**src/rtl/cpu_types_pkg.sv**
```systemverilog
// Shared pipeline types: register field width, hazard sequencer states and
// the bundled latch control word with its canned per-situation values.
package cpu_types_pkg;

  typedef logic [4:0] regbits_t;

  typedef enum logic [2:0] {
    HZ_RUN      = 3'd0,
    HZ_LU_STALL = 3'd1,
    HZ_DRAIN    = 3'd2,
    HZ_HALTED   = 3'd3
  } hzstate_t;

  typedef struct packed {
    logic pc_wen;
    logic ifid_wen;
    logic ifid_flush;
    logic idex_wen;
    logic idex_flush;
    logic exmem_wen;
    logic exmem_flush;
    logic memwb_wen;
  } latch_ctrl_t;

  // Flushed latches keep writeEN=1 where they would otherwise advance; flush wins.
  localparam latch_ctrl_t CTRL_RESET    = 8'b0010_1010;
  localparam latch_ctrl_t CTRL_HOLD     = 8'b0000_0000;
  localparam latch_ctrl_t CTRL_DRAIN    = 8'b0010_1011;
  localparam latch_ctrl_t CTRL_REDIRECT = 8'b1111_1101;
  localparam latch_ctrl_t CTRL_LOADUSE  = 8'b0001_1101;
  localparam latch_ctrl_t CTRL_IMISS    = 8'b0111_0101;
  localparam latch_ctrl_t CTRL_NORMAL   = 8'b1101_0101;

endpackage

```
**src/rtl/hazard_detect.sv**
```systemverilog
// Load-use comparator: a load in EX whose destination feeds the instruction in ID.
module hazard_detect
  import cpu_types_pkg::*;
(
  input  logic     idex_dMemREN,
  input  regbits_t idex_rt,
  input  regbits_t ifid_rs,
  input  regbits_t ifid_rt,
  output logic     lu_hazard
);

  // $zero is never a real dependency.
  assign lu_hazard = idex_dMemREN && (idex_rt != '0) &&
                     ((idex_rt == ifid_rs) || (idex_rt == ifid_rt));

endmodule

```
**src/rtl/pipe_hazard_ctrl.sv**
```systemverilog
// Pipeline latch sequencer: memory freeze, load-use bubbles, redirect flush, halt drain.
//   state       | meaning
//   HZ_RUN      | normal issue, hazards checked every cycle
//   HZ_LU_STALL | extra load-use bubbles still owed (cnt_q of them)
//   HZ_DRAIN    | halt in MEM, flushing front end while older work retires
//   HZ_HALTED   | sticky halt until RST
module pipe_hazard_ctrl
  import cpu_types_pkg::*;
#(
  parameter int unsigned LU_STALL     = 1,
  parameter int unsigned DRAIN_CYCLES = 2
) (
  input  logic       CLK,
  input  logic       RST,
  input  logic       ihit,
  input  logic       dhit,
  input  logic       mem_req,
  input  logic [4:0] ifid_rs,
  input  logic [4:0] ifid_rt,
  input  logic [4:0] idex_rt,
  input  logic       idex_dMemREN,
  input  logic       ex_redirect,
  input  logic       halt_mem,
  output logic       pc_WEN,
  output logic       ifid_writeEN,
  output logic       ifid_flush,
  output logic       idex_writeEN,
  output logic       idex_flush,
  output logic       exmem_writeEN,
  output logic       exmem_flush,
  output logic       memwb_writeEN,
  output logic       halt,
  output logic [2:0] state_dbg
);

  localparam logic [2:0] LU_INIT    = 3'(LU_STALL - 1);
  localparam logic [2:0] DRAIN_INIT = 3'(DRAIN_CYCLES);

  hzstate_t    state_q, state_d;
  logic [2:0]  cnt_q, cnt_d;
  latch_ctrl_t ctrl;
  logic        lu_hazard;
  logic        freeze;

  hazard_detect u_hazard_detect (
    .idex_dMemREN (idex_dMemREN),
    .idex_rt      (idex_rt),
    .ifid_rs      (ifid_rs),
    .ifid_rt      (ifid_rt),
    .lu_hazard    (lu_hazard)
  );

  assign freeze = mem_req & ~dhit;

  always_comb begin
    state_d = state_q;
    cnt_d   = cnt_q;
    ctrl    = CTRL_NORMAL;
    if (RST) begin
      ctrl    = CTRL_RESET;
      state_d = HZ_RUN;
      cnt_d   = '0;
    end else if (state_q == HZ_HALTED) begin
      ctrl = CTRL_HOLD;
    end else if (freeze) begin
      ctrl = CTRL_HOLD;
    end else if (state_q == HZ_DRAIN) begin
      ctrl = CTRL_DRAIN;
      if (cnt_q <= 3'd1) state_d = HZ_HALTED;
      if (cnt_q != '0)   cnt_d   = cnt_q - 3'd1;
    end else if (halt_mem) begin
      ctrl    = CTRL_DRAIN;
      state_d = HZ_DRAIN;
      cnt_d   = DRAIN_INIT;
    end else if (ex_redirect) begin
      ctrl    = CTRL_REDIRECT;
      state_d = HZ_RUN;
      cnt_d   = '0;
    end else if (state_q == HZ_LU_STALL) begin
      ctrl = CTRL_LOADUSE;
      if (cnt_q <= 3'd1) state_d = HZ_RUN;
      if (cnt_q != '0)   cnt_d   = cnt_q - 3'd1;
    end else if (lu_hazard) begin
      // The detecting cycle is itself the first bubble.
      ctrl = CTRL_LOADUSE;
      if (LU_STALL > 1) begin
        state_d = HZ_LU_STALL;
        cnt_d   = LU_INIT;
      end
    end else if (!ihit) begin
      ctrl = CTRL_IMISS;
    end
  end

  always_ff @(posedge CLK) begin
    state_q <= state_d;
    cnt_q   <= cnt_d;
  end

  assign pc_WEN        = ctrl.pc_wen;
  assign ifid_writeEN  = ctrl.ifid_wen;
  assign ifid_flush    = ctrl.ifid_flush;
  assign idex_writeEN  = ctrl.idex_wen;
  assign idex_flush    = ctrl.idex_flush;
  assign exmem_writeEN = ctrl.exmem_wen;
  assign exmem_flush   = ctrl.exmem_flush;
  assign memwb_writeEN = ctrl.memwb_wen;
  assign halt          = (state_q == HZ_HALTED) && !RST;
  assign state_dbg     = state_q;

endmodule

```
**config.mk**
```make
export PLATFORM = sky130hd
export DESIGN_NAME = pipe_hazard_ctrl
export DESIGN_NICKNAME = d
export VERILOG_FILES = /design/src/rtl/cpu_types_pkg.sv /design/src/rtl/hazard_detect.sv /design/src/rtl/pipe_hazard_ctrl.sv
export SDC_FILE = /design/constraint.sdc
export NUM_CORES = 1
export LEC_CHECK = 0
export CORE_MARGIN = 5
export CORE_UTILIZATION = 35
export CTS_CLUSTER_SIZE = 14
export DETAILED_ROUTE_END_ITERATION = 12
export PLACE_DENSITY = 0.8
export RECOVER_POWER = 50
export SYNTH_ARGS = -nofsm -noshare
export SYNTH_HDL_FRONTEND = slang
export SYNTH_HIERARCHICAL = 1
export SYNTH_SLANG_ARGS = --single-unit
```
**constraint.sdc**
```tcl
create_clock -name CLK -period 1.95 [get_ports CLK]
set_input_delay 0.4875 -clock CLK [delete_from_list [all_inputs] [get_ports CLK]]
set_output_delay 0.4875 -clock CLK [all_outputs]
set_load 0.02 [all_outputs]
```
final_placement.png
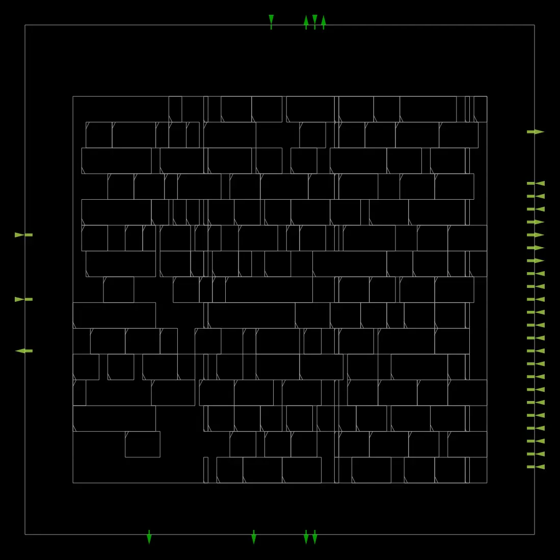
tap cells: 25
num sequential: 5

metal_stack.png
The bar under the picture is 20 um long.
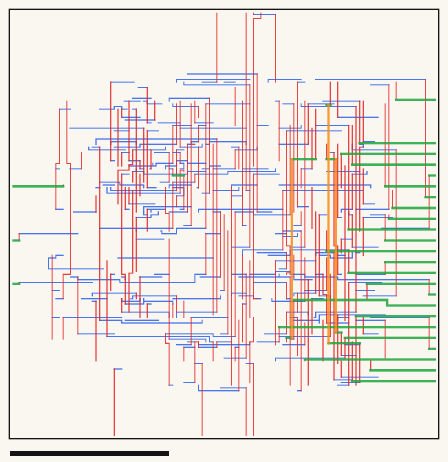
met1 -> blue  # wire length 864 um
met4 -> orange  # wire length 74.1 um
met3 -> green  # wire length 226 um
met2 -> red  # wire length 1280 um
detail-routed net length per standard cell: 14.7 um
vias after detailed routing: 823
Tot GR Track Use: 0.170
total routed wirelength: 2450 um

==> run summary <==
The implementation run finished. Per the area breakdown, the dominant cell category is combinational gates. Post-synth tally of flip-flops with integrated enable landed at 0. The highest clock rate this design can be run at is around 420 MHz. TritonCTS built the clock tree. Required time at the worst-slack endpoint landed at 1.46 ns.

Multi-input gate share of total cell area landed at 0.487. Count of endpoints failing setup in the final report landed at 6. Registers represent a cell area share of 0.0790. In the final layout, the share of cells above drive strength 1 is 0.532. Number of filler cells placed in the layout landed at ~130. Max-slew violation count landed at 0. The endpoint identified for the worst register-to-register timing path is state_dbg[0]$_SDFFE_PP0P_. Setup slack of the worst register-to-register path landed at 0.17 ns. First-pass GRT wire length landed at 3620 um.

Clock share of power landed at 0.160. The non-clock inverters instantiated in the layout total 7. Per the cell usage report, the commonest logic cells after layout are buf_4 (22), buf_6 (14), dlygate4sd2_1 (7).

STA classifies the critical path startpoint as an input pin. The worst setup path is captured at an output pin. Per the final timing report, the hold violations number 0. Synthesis produced 83 cells.

Per STA, the worst path accumulates the most delay in the family buffers and inverters. dfxtp_1 takes more of the synthesized area than any other cell. Vertical die dimension landed at 53.8 um. The worst register-to-register path begins at state_dbg[1]$_SDFFE_PP0P_. Synthesis warning total landed at 6. Internal power landed at ~0.00044 W.

Max fanout on the critical path was recorded as 3. Proportion of netlist area held by the largest area contributor landed at 0.149. Count of plain and timing-repair buffers landed at 58. Counting the clock-network buffers in the layout gives 4. The initial antenna violation count is 0. The cell sitting at the root of the clock tree is a clkbuf_4. Listed in order, past its start point the critical path passes clkdlybuf4s15_1 -> xor2_1 -> nor3_1 -> nand3_1 -> a21oi_4 -> nor2_4 -> buf_4 -> o21a_4 -> buf_6. The worst register-to-register path has a depth of 6. Die area landed at 2890 um^2. Summing internal, switching and leakage power gives 0.000713 W. Per the post-synthesis stats, the area per cell is 8.08 um^2. Power spread over the standard cell area amounts to 523 nW/um^2. Number of buffers between clock root and the deepest sink landed at 2. Sequential power share landed at 0.199. Area taken by multi-input logic gates landed at 663 um^2.

Maximum vdd drop landed at 479 uV. Growth of design area from synthesis to finish landed at 103%. The core region is 1780 um^2. Routability congestion estimate from global placement landed at between 0.8 and 0.9. Remaining routing DRC violations landed at 0.

The library cell used most frequently in the layout, excluding fill and tap cells, is buf_4. Synthesized area landed at 671 um^2. Number of violations of the max-capacitance limit landed at 0. After global routing the overflow that remains totals 0.

For the worst setup path, the data arrival time is around 1.9 ns. Number of cells on the worst hold path landed at 2. Switching power share of the total landed at 0.384. Yosys stat chip area landed at around 670 um^2. The final reports fail on negative setup slack. The share of the Yosys chip area taken by registers is 0.149. Number of antenna diodes landed at 0. The via count of the first global-routing pass came to 845.

Post-cts hold buffer count landed at 0. The skew report gives the latency at the later pin of the worst-skew pair as between 0.2 and 0.25 ns. The post-synth register bit count is 5. The count of buffers added on input and output ports is 33. Summed over all failing endpoints, the final setup total negative slack is -1.76 ns. Counting every net in the synthesized netlist gives 114. Setup repair after global routing could not meet its margin everywhere. Multi-input logic cell count landed at 67.

By instance count, the leading cell after synthesis is ha_1. Looking at the hold checks, the worst path lands on cnt_q[2]$_SDFFE_PP0P_. Clock transition time at the flip-flop clock pins of the worst setup and hold paths landed at 0.04 ns. Summed over all sequential cells, the power is 0.000142 W.

Estimated wirelength of the detail-placed design landed at 1720 um. The run finished, with violations left. The number of clock buffers added by TritonCTS is 3.

Portion of total power attributed to combinational logic landed at 0.641. Total buffers and inverters traversed by the critical path landed at 3. For the worst min-delay path, the startpoint reported by OpenROAD is cnt_q[2]$_SDFFE_PP0P_. Final-layout non-clock buffer area share landed at 0.371.

During I/O placement, the number of pins put on the boundary was 35. Sequential cell area in the final layout landed at 108 um^2. Looking at the cell usage after synthesis, the top flip-flop cell is dfxtp_1. Power spent charging and discharging nets landed at ~0.00027 W. Subtracting the final worst setup slack from the clock period gives 2.38 ns. The most critical min-delay path falls under reg2reg.

Net count reported at finish landed at 173. Ranked by power, first place goes to combinational cells. Remaining number of nets flagged by the antenna check after routing landed at 0. In the finished design, the share of the clock period the worst path needs comes to 1.22.

First-iteration detailed-routing DRC count landed at 7. After layout, the worst setup slack is -0.431 ns. Initial cell density of the core landed at 0.376. In the Yosys stats the netlist draws on 34 distinct library cells. Worst stage delay on the critical path landed at 0.22 ns.

Entering global routing, the biggest net connects 8 pins. Vias per cell landed at 4.96. Row count landed at 15. OpenROAD warning count landed at 35.

Number of H-tree branching levels landed at 1. Per the OpenROAD power report, leakage power amounts to 0.620 nW. In the Yosys report the total cell count is 83. Width of the chip landed at 53.8 um. Share of flip-flops with an asynchronous set or reset landed at 0. Among all stages on the critical path, the largest delay is contributed by a21oi_4. Ranked by instance count, the synthesized netlist is headed by ha_1 (8), inv_1 (7), nor2_1 (6), xor2_1 (6). Summed over all combinational cells, the power is 0.000457 W. Between clock sinks in the finished design, the worst skew comes to 0.000295 ns.

For reference, the most critical setup path is categorized as in2out. The pre-antenna-repair detailed-routing pass consisted of 4 iterations. Clock net sink count landed at 5. The layout report lists the clock-cell share of area as 0.0193. Clock network power for this build is 0.000114 W. In the post-synthesis netlist, the biggest area contributors are dfxtp_1 (15%), ha_1 (15%), xor2_1 (7.8%).
pins.png
The bar under the picture is 20 um long. Pins as bars across the die edge, other pins in gray.
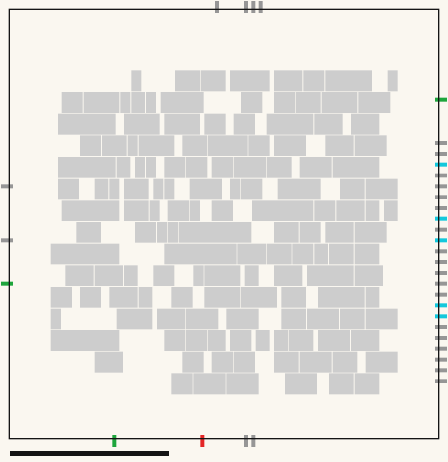
state_dbg -> green  # pins 3, direction output, edge 1 south, 1 west, 1 east
ifid_rs -> cyan  # pins 5, direction input, edge east
exmem_flush -> red  # pins 1, direction output, edge south

met3.png
The bar under the picture is 20 um long.
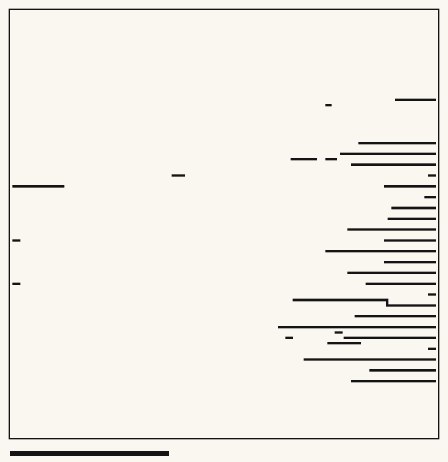
main direction = horizontal
nets with wire on the layer = 31
longest straight run = 19.6 um
share of all routed wire = 9.2%

## worst max-delay path by stage
stage	startpoint	end	slack, ns	depth (start not counted)
6_report	ifid_rt[4]	ifid_writeEN	-0.43	9
5_1_grt	ifid_rt[4]	ifid_writeEN	-0.55	9
4_1_cts	idex_rt[4]	ifid_flush	-0.42	8
3_5_place_dp	idex_rt[1]	pc_WEN	-1.27	8
3_3_place_gp	idex_rt[1]	pc_WEN	-1.23	8
2_1_floorplan	idex_rt[1]	pc_WEN	-0.21	6
## flip-flops by register name, indices dropped and copies added, names as in the netlist
signal	count
state_dbg	2
cnt_q	3
## what timing repair did
| action | in CTS | in global routing |
|---|---|---|
| endpoints found under the setup margin | 9 | 9 |
| buffers inserted | 3 | 3 |
| resized | 102 | 27 |
| pin swaps | 25 | 15 |
## through the flow
step	utilization	setup WS, ns	hold WS [ns]	cells	instance area, um^2
2_1_floorplan	-	-0.212	0.449	83	741
3_3_place_gp	0.678	-1.23	0.468	156	1210
3_5_place_dp	0.678	-1.27	0.473	156	1210
4_1_cts	0.721	-0.416	0.476	163	1290
5_1_grt	0.764	-0.549	0.498	166	1360
6_report	0.764	-0.431	0.474	166	1360
## per-layer routing
layer | GRT usage | wire length (um) | up-vias
li1 | - | - | 408
met3 | 0.0249 | 225 | 6
met5 | 0 | 0 | -
met2 | 0.345 | 1280 | 35
met1 | 0.169 | 864 | 374
met4 | 0.0638 | 74 | 0
## cells by family after synthesis
logic type	count (synthesis)	synth area share
AND-OR/OR-AND	21	0.263
buffers and inverters	11	0.0728
adder cells (fa/ha/maj)	8	0.149
other	1	0.00559
XOR/XNOR	11	0.144
AND/OR/NAND/NOR	26	0.216
flip-flops	5	0.149
No activity file was given, so power comes from the tool's default toggle rates.
